### src/rtl/mips_pkg.sv
// Shared definitions for the 16-bit MIPS execute stage: opcodes, ALU commands
// and the layout of the decoded issue bundle.
package mips_pkg;

    localparam logic [3:0] OP_RTYPE = 4'b0000;
    localparam logic [3:0] OP_ADDI  = 4'b0001;
    localparam logic [3:0] OP_SLTI  = 4'b0010;
    localparam logic [3:0] OP_ANDI  = 4'b0011;
    localparam logic [3:0] OP_ORI   = 4'b0100;
    localparam logic [3:0] OP_BEQ   = 4'b0101;
    localparam logic [3:0] OP_SLLI  = 4'b0110;
    localparam logic [3:0] OP_SRLI  = 4'b0111;

    localparam logic [2:0] ALU_ADD = 3'b000;
    localparam logic [2:0] ALU_SUB = 3'b001;
    localparam logic [2:0] ALU_SLL = 3'b010;
    localparam logic [2:0] ALU_SLT = 3'b011;
    localparam logic [2:0] ALU_SRL = 3'b100;
    localparam logic [2:0] ALU_AND = 3'b101;
    localparam logic [2:0] ALU_OR  = 3'b110;
    localparam logic [2:0] ALU_EQ  = 3'b111;

    localparam int BUNDLE_W = 42;

    // Two spare bits pad the bundle to 42; they are always written as zero.
    typedef struct packed {
        logic [1:0]  spare;
        logic [15:0] op1;
        logic [15:0] op2;
        logic [2:0]  cmd;
        logic [2:0]  dest;
        logic        wr_en;
        logic        illegal;
    } issue_bundle_t;

endpackage

### src/rtl/issue_fifo2.sv
// Generic 2-entry valid/ready FIFO with synchronous flush. in_ready depends only
// on the stored count, so no combinational path exists from out_ready.
module issue_fifo2 #(
    parameter int DATA_W = 42
) (
    input  logic              clk,
    input  logic              rst_n,
    input  logic              flush,
    input  logic              in_valid,
    output logic              in_ready,
    input  logic [DATA_W-1:0] in_data,
    output logic              out_valid,
    input  logic              out_ready,
    output logic [DATA_W-1:0] out_data
);

    logic [1:0]        count_p1;
    logic              wr_ptr_p1;
    logic              rd_ptr_p1;
    logic [DATA_W-1:0] mem_p1 [2];
    logic              push;
    logic              pop;

    assign in_ready  = (count_p1 != 2'd2);
    assign out_valid = (count_p1 != 2'd0);
    assign push      = in_valid && in_ready;
    assign pop       = out_valid && out_ready;

    // ---- stage p1: occupancy and pointers ----
    always_ff @(posedge clk or negedge rst_n) begin
        if (!rst_n) begin
            count_p1  <= 2'd0;
            wr_ptr_p1 <= 1'b0;
            rd_ptr_p1 <= 1'b0;
        end else if (flush) begin
            count_p1  <= 2'd0;
            wr_ptr_p1 <= 1'b0;
            rd_ptr_p1 <= 1'b0;
        end else begin
            if (push) wr_ptr_p1 <= ~wr_ptr_p1;
            if (pop)  rd_ptr_p1 <= ~rd_ptr_p1;
            case ({push, pop})
                2'b10:   count_p1 <= count_p1 + 2'd1;
                2'b01:   count_p1 <= count_p1 - 2'd1;
                default: count_p1 <= count_p1;
            endcase
        end
    end

    always_ff @(posedge clk) begin
        if (push) mem_p1[wr_ptr_p1] <= in_data;
    end

    // Storage is not reset, so the head is masked to zero while empty.
    assign out_data = out_valid ? mem_p1[rd_ptr_p1] : '0;

endmodule

### src/rtl/alu_issue.sv
// Execute-stage issue register: decodes INSTR, selects operands and queues the
// bundle for the ALU. Define ALU_ISSUE_FWD_EN to enable the forwarding mux.
import mips_pkg::*;

module alu_issue (
    input  logic        clk,
    input  logic        rst_n,
    input  logic        in_valid,
    output logic        in_ready,
    input  logic [15:0] INSTR,
    input  logic [15:0] RS_DATA,
    input  logic [15:0] RT_DATA,
    input  logic        fwd_valid,
    input  logic [2:0]  fwd_rd,
    input  logic [15:0] fwd_data,
    input  logic        flush,
    output logic        out_valid,
    input  logic        out_ready,
    output logic [15:0] OP1,
    output logic [15:0] OP2,
    output logic [2:0]  cmd,
    output logic [2:0]  dest,
    output logic        wr_en,
    output logic        illegal
);

    logic [3:0]         op_p0;
    logic [2:0]         rs_idx_p0;
    logic [2:0]         rt_idx_p0;
    logic [2:0]         rd_idx_p0;
    logic [2:0]         funct_p0;
    logic signed [5:0]  imm6_p0;
    logic signed [15:0] imm_sext_p0;
    logic [15:0]        imm_zext_p0;
    logic [15:0]        shamt_p0;
    logic [15:0]        rs_val_p0;
    logic [15:0]        rt_val_p0;
    issue_bundle_t      bundle_p0;
    issue_bundle_t      bundle_p1;
    logic [BUNDLE_W-1:0] head_p1;
    logic [1:0]         unused_spare;

    assign op_p0       = INSTR[15:12];
    assign rs_idx_p0   = INSTR[11:9];
    assign rt_idx_p0   = INSTR[8:6];
    assign rd_idx_p0   = INSTR[5:3];
    assign funct_p0    = INSTR[2:0];
    assign imm6_p0     = $signed(INSTR[5:0]);
    assign imm_sext_p0 = 16'(imm6_p0);
    assign imm_zext_p0 = {10'd0, INSTR[5:0]};
    assign shamt_p0    = {12'd0, INSTR[3:0]};

`ifdef ALU_ISSUE_FWD_EN
    function automatic logic [15:0] sel_operand(input logic [2:0]  idx,
                                                input logic [15:0] rf_data,
                                                input logic        f_vld,
                                                input logic [2:0]  f_rd,
                                                input logic [15:0] f_data);
        if (idx == 3'd0) return 16'h0000;
        if (f_vld && (f_rd == idx)) return f_data;
        return rf_data;
    endfunction

    assign rs_val_p0 = sel_operand(rs_idx_p0, RS_DATA, fwd_valid, fwd_rd, fwd_data);
    assign rt_val_p0 = sel_operand(rt_idx_p0, RT_DATA, fwd_valid, fwd_rd, fwd_data);
`else
    function automatic logic [15:0] sel_operand(input logic [2:0]  idx,
                                                input logic [15:0] rf_data);
        return (idx == 3'd0) ? 16'h0000 : rf_data;
    endfunction

    logic unused_fwd;
    assign unused_fwd = ^{fwd_valid, fwd_rd, fwd_data};
    assign rs_val_p0  = sel_operand(rs_idx_p0, RS_DATA);
    assign rt_val_p0  = sel_operand(rt_idx_p0, RT_DATA);
`endif

    // ---- stage p0: decode in the accept cycle ----
    always_comb begin
        bundle_p0       = '0;
        bundle_p0.op1   = rs_val_p0;
        bundle_p0.dest  = rt_idx_p0;
        bundle_p0.wr_en = 1'b1;
        case (op_p0)
            OP_RTYPE: begin
                bundle_p0.cmd  = funct_p0;
                bundle_p0.op2  = rt_val_p0;
                bundle_p0.dest = rd_idx_p0;
            end
            OP_ADDI: begin
                bundle_p0.cmd = ALU_ADD;
                bundle_p0.op2 = $unsigned(imm_sext_p0);
            end
            OP_SLTI: begin
                bundle_p0.cmd = ALU_SLT;
                bundle_p0.op2 = $unsigned(imm_sext_p0);
            end
            OP_ANDI: begin
                bundle_p0.cmd = ALU_AND;
                bundle_p0.op2 = imm_zext_p0;
            end
            OP_ORI: begin
                bundle_p0.cmd = ALU_OR;
                bundle_p0.op2 = imm_zext_p0;
            end
            OP_BEQ: begin
                // Branch compare produces no register result.
                bundle_p0.cmd   = ALU_EQ;
                bundle_p0.op2   = rt_val_p0;
                bundle_p0.dest  = 3'd0;
                bundle_p0.wr_en = 1'b0;
            end
            OP_SLLI: begin
                bundle_p0.cmd = ALU_SLL;
                bundle_p0.op2 = shamt_p0;
            end
            OP_SRLI: begin
                bundle_p0.cmd = ALU_SRL;
                bundle_p0.op2 = shamt_p0;
            end
            default: begin
                bundle_p0.cmd     = ALU_ADD;
                bundle_p0.dest    = 3'd0;
                bundle_p0.wr_en   = 1'b0;
                bundle_p0.illegal = 1'b1;
            end
        endcase
    end

    // ---- stage p1: two-entry decoupling buffer ----
    issue_fifo2 #(
        .DATA_W (BUNDLE_W)
    ) u_fifo (
        .clk       (clk),
        .rst_n     (rst_n),
        .flush     (flush),
        .in_valid  (in_valid),
        .in_ready  (in_ready),
        .in_data   (bundle_p0),
        .out_valid (out_valid),
        .out_ready (out_ready),
        .out_data  (head_p1)
    );

    assign bundle_p1    = issue_bundle_t'(head_p1);
    assign unused_spare = bundle_p1.spare;
    assign OP1          = bundle_p1.op1;
    assign OP2          = bundle_p1.op2;
    assign cmd          = bundle_p1.cmd;
    assign dest         = bundle_p1.dest;
    assign wr_en        = bundle_p1.wr_en;
    assign illegal      = bundle_p1.illegal;

endmodule

### config.mk
export PLATFORM = sky130hd
export DESIGN_NAME = alu_issue
export DESIGN_NICKNAME = d
export VERILOG_FILES = /design/src/rtl/mips_pkg.sv /design/src/rtl/issue_fifo2.sv /design/src/rtl/alu_issue.sv
export SDC_FILE = /design/constraint.sdc
export NUM_CORES = 1
export LEC_CHECK = 0
export ABC_AREA = 1
export CAP_MARGIN = 20
export CORE_ASPECT_RATIO = 0.75
export CORE_MARGIN = 5
export CORE_UTILIZATION = 48
export DETAILED_ROUTE_END_ITERATION = 16
export GPL_ROUTABILITY_DRIVEN = 1
export PLACE_DENSITY = 0.79
export SLEW_MARGIN = 20
export SYNTH_ARGS = -nofsm -noshare
export SYNTH_HDL_FRONTEND = slang
export SYNTH_HIERARCHICAL = 1
export SYNTH_SLANG_ARGS = --single-unit
### constraint.sdc
create_clock -name clk -period 3.4 [get_ports clk]
set_input_delay 1.02 -clock clk [delete_from_list [all_inputs] [get_ports clk]]
set_output_delay 1.02 -clock clk [all_outputs]
set_load 0.01 [all_outputs]
### Met2 routing

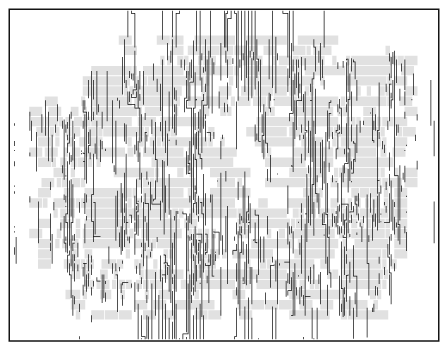
449 nets have wire on it. The layer holds 48% of the routed length. The wires run mostly vertical. The longest straight run is 33.3 um.
final wirelength: 8940 um
vias after detailed routing: 3,057
global-route track usage on met2: 29.7%

### Track usage over the die

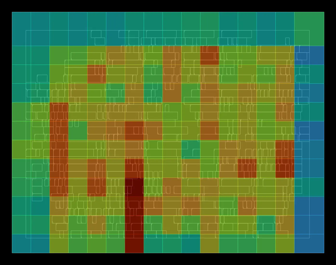
met3 demand-to-capacity share in global routing: 3.69%
layer with the highest usage after global routing: met2

### Logic cells by family

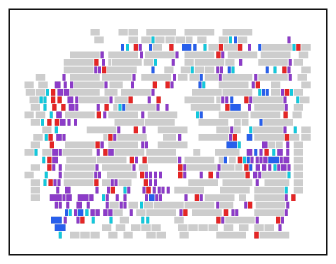
nand cells: in purple, cells 167, most used nand2_1. nor cells: in blue, cells 30, most used nor2_1. aoi and oai cells: in red, cells 61, most used a21oi_1. inv cells: in cyan, cells 45, most used inv_1, where all over the die.
most frequent standard cell in the layout excluding fill and tap cells: sky130_fd_sc_hd__nand2_1
logic share of the area: 22.7%
final cell count without fillers: 612

==> run_results.csv <==
group,metric,value,unit
placed_design,port_buffers,94,
yosys,synthCells,405,
sta,finalSetupViolations,0,
global_route,first_pass_grt_wire_length,13900,um
worst_setup_path,cp_slowest_stage_delay,560,ps
route,wire_length_per_cell,14.6,um
clock_network,holdBufCountCts,0,
global_route,grt_max_degree,41,
worst_setup_path,cp.arrival,2150,ps
clock_network,cts-root-to-sink-buffers,2,
power,pwr-share-clk,23.1,%
worst_setup_path,worst_path_buf_inv,3,
worst_setup_path,critical-path-top-delay-family,"buffers and inverters",
clock_network,numCtsBuffers,9,
power,power_density,516,nW/um2
status,outcome,"complete, no violations",
worst_setup_path,timing.reg2reg.worst_path_depth,5,
route,final_antenna_net_count,0,
worst_setup_path,regToRegSetupSlack,1810,ps
worst_setup_path,path_class,"reg2out",
route,post_detailed_route_drc_marker_count,0,
flow_run,maxCapViolations,0,
floorplanning,die-width,114,um
layout,nets,575,
sta,finalWorstPathRequiredPeriod,3170,ps
sta,timing.setup.tns,0,ps
worst_setup_path,timing.rr.end,"u_fifo/mem_p1[1][14]$_DFFE_PP_",
clock_network,cts.repair_timing.setup_buffer_count,0,
clock_network,cts.reportedPaths.clkPinSlew,80,ps
clock_network,cts_tree,"done",
route,post_drt_via_cell_ratio,5.00,
floorplanning,die_h,88.3,um
global_route,initial_antenna_violation_count,0,
power,sequentialPowerShare,48.0,%
worst_setup_path,cp_slowest_cell,"sky130_fd_sc_hd__clkdlybuf4s50_1",
global_route,grt_overflow,0,
floorplanning,placementRows,28,
clock_network,cts.repair.resized,0,
worst_hold_path,hold_path.class,"reg2reg",
sta,timing.fmax,315,MHz
worst_setup_path,timing.critical_path.to_type,"output port",
sta,report.final.slew_viol_count,0,
-- placed cells by master, fill, tap and decap left out --
cell type                           n
sky130_fd_sc_hd__clkdlybuf4s50_1   94
sky130_fd_sc_hd__buf_4             10
sky130_fd_sc_hd__dfrtp_1            4
sky130_fd_sc_hd__clkinv_2           4
sky130_fd_sc_hd__inv_2              6
sky130_fd_sc_hd__edfxtp_1          80
sky130_fd_sc_hd__inv_1             39
sky130_fd_sc_hd__nor3_2             1
sky130_fd_sc_hd__nand2_1          137
sky130_fd_sc_hd__clkbuf_8          10
sky130_fd_sc_hd__nor2_2             3
sky130_fd_sc_hd__nand2_4            1
sky130_fd_sc_hd__nand4_2            1
sky130_fd_sc_hd__a21oi_1           59
sky130_fd_sc_hd__nand4_1            1
sky130_fd_sc_hd__nor2_4             5
sky130_fd_sc_hd__nor2_1            21
sky130_fd_sc_hd__o21ai_0            2
sky130_fd_sc_hd__clkbuf_1           1
sky130_fd_sc_hd__nand3_1            9
sky130_fd_sc_hd__clkinv_4           1
sky130_fd_sc_hd__nand2_2           18
-- sequential cells by signal, indices dropped and copies added (netlist names) --
name and flops:
u_fifo/rd_ptr_p1 1, u_fifo/wr_ptr_p1 1, u_fifo/mem_p1 80, u_fifo/count_p1 2
-- worst min-delay path by stage --
stage	start	endpoint	slack [ps]	cells past startpoint
6_report	u_fifo/wr_ptr_p1$_DFFE_PN0P_	u_fifo/wr_ptr_p1$_DFFE_PN0P_	630	2
3_3_place_gp	u_fifo/wr_ptr_p1$_DFFE_PN0P_	u_fifo/wr_ptr_p1$_DFFE_PN0P_	620	2
5_1_grt	u_fifo/count_p1[0]$_DFFE_PN0P_	u_fifo/count_p1[0]$_DFFE_PN0P_	670	2
3_5_place_dp	u_fifo/wr_ptr_p1$_DFFE_PN0P_	u_fifo/wr_ptr_p1$_DFFE_PN0P_	620	2
4_1_cts	u_fifo/wr_ptr_p1$_DFFE_PN0P_	u_fifo/wr_ptr_p1$_DFFE_PN0P_	640	2
2_1_floorplan	u_fifo/wr_ptr_p1$_DFFE_PN0P_	u_fifo/wr_ptr_p1$_DFFE_PN0P_	530	2
-- power groups by stage --
stage / logic [mW] / clock network (mW) / registers (mW)
global route: 0.837 / 0.685 / 1.29
detailed placement: 0.773 / 0 / 1.30
finish: 0.769 / 0.615 / 1.28
global placement: 0.761 / 0 / 1.30
floorplan: 0.382 / 0 / 1.30
CTS: 0.778 / 0.623 / 1.28
-- final cells by class --
class                      instances  area, um2
clock buffer                      11        141
clock inverter                     5       28.8
fill                             653       2760
inverter                          45        169
multi-input combinational        258       1170
sequential                        84       2500
tap                              105        131
timing repair buffer             104       1020
-- routing by layer --
metal	up-vias	share of wire [%]	GRT usage (%)
met1	1448	45	24.2
met5	-	0	0
met2	86	48	29.7
li1	1512	-	-
met4	0	1.3	5.83
met3	11	5.1	3.69
-- stage by stage --
stage	setup WS [ps]	hold slack, ps	cell area (um2)	utilization, %	cells
after floorplan	146	526	3920	-	405
after global placement	606	617	4990	63.0	596
after detailed placement	582	621	4990	63.0	596
after CTS	209	642	5160	65.2	612
after global routing	70.6	670	5160	65.2	612
final	227	634	5160	65.2	612
No activity file was given, so power comes from the tool's default toggle rates.
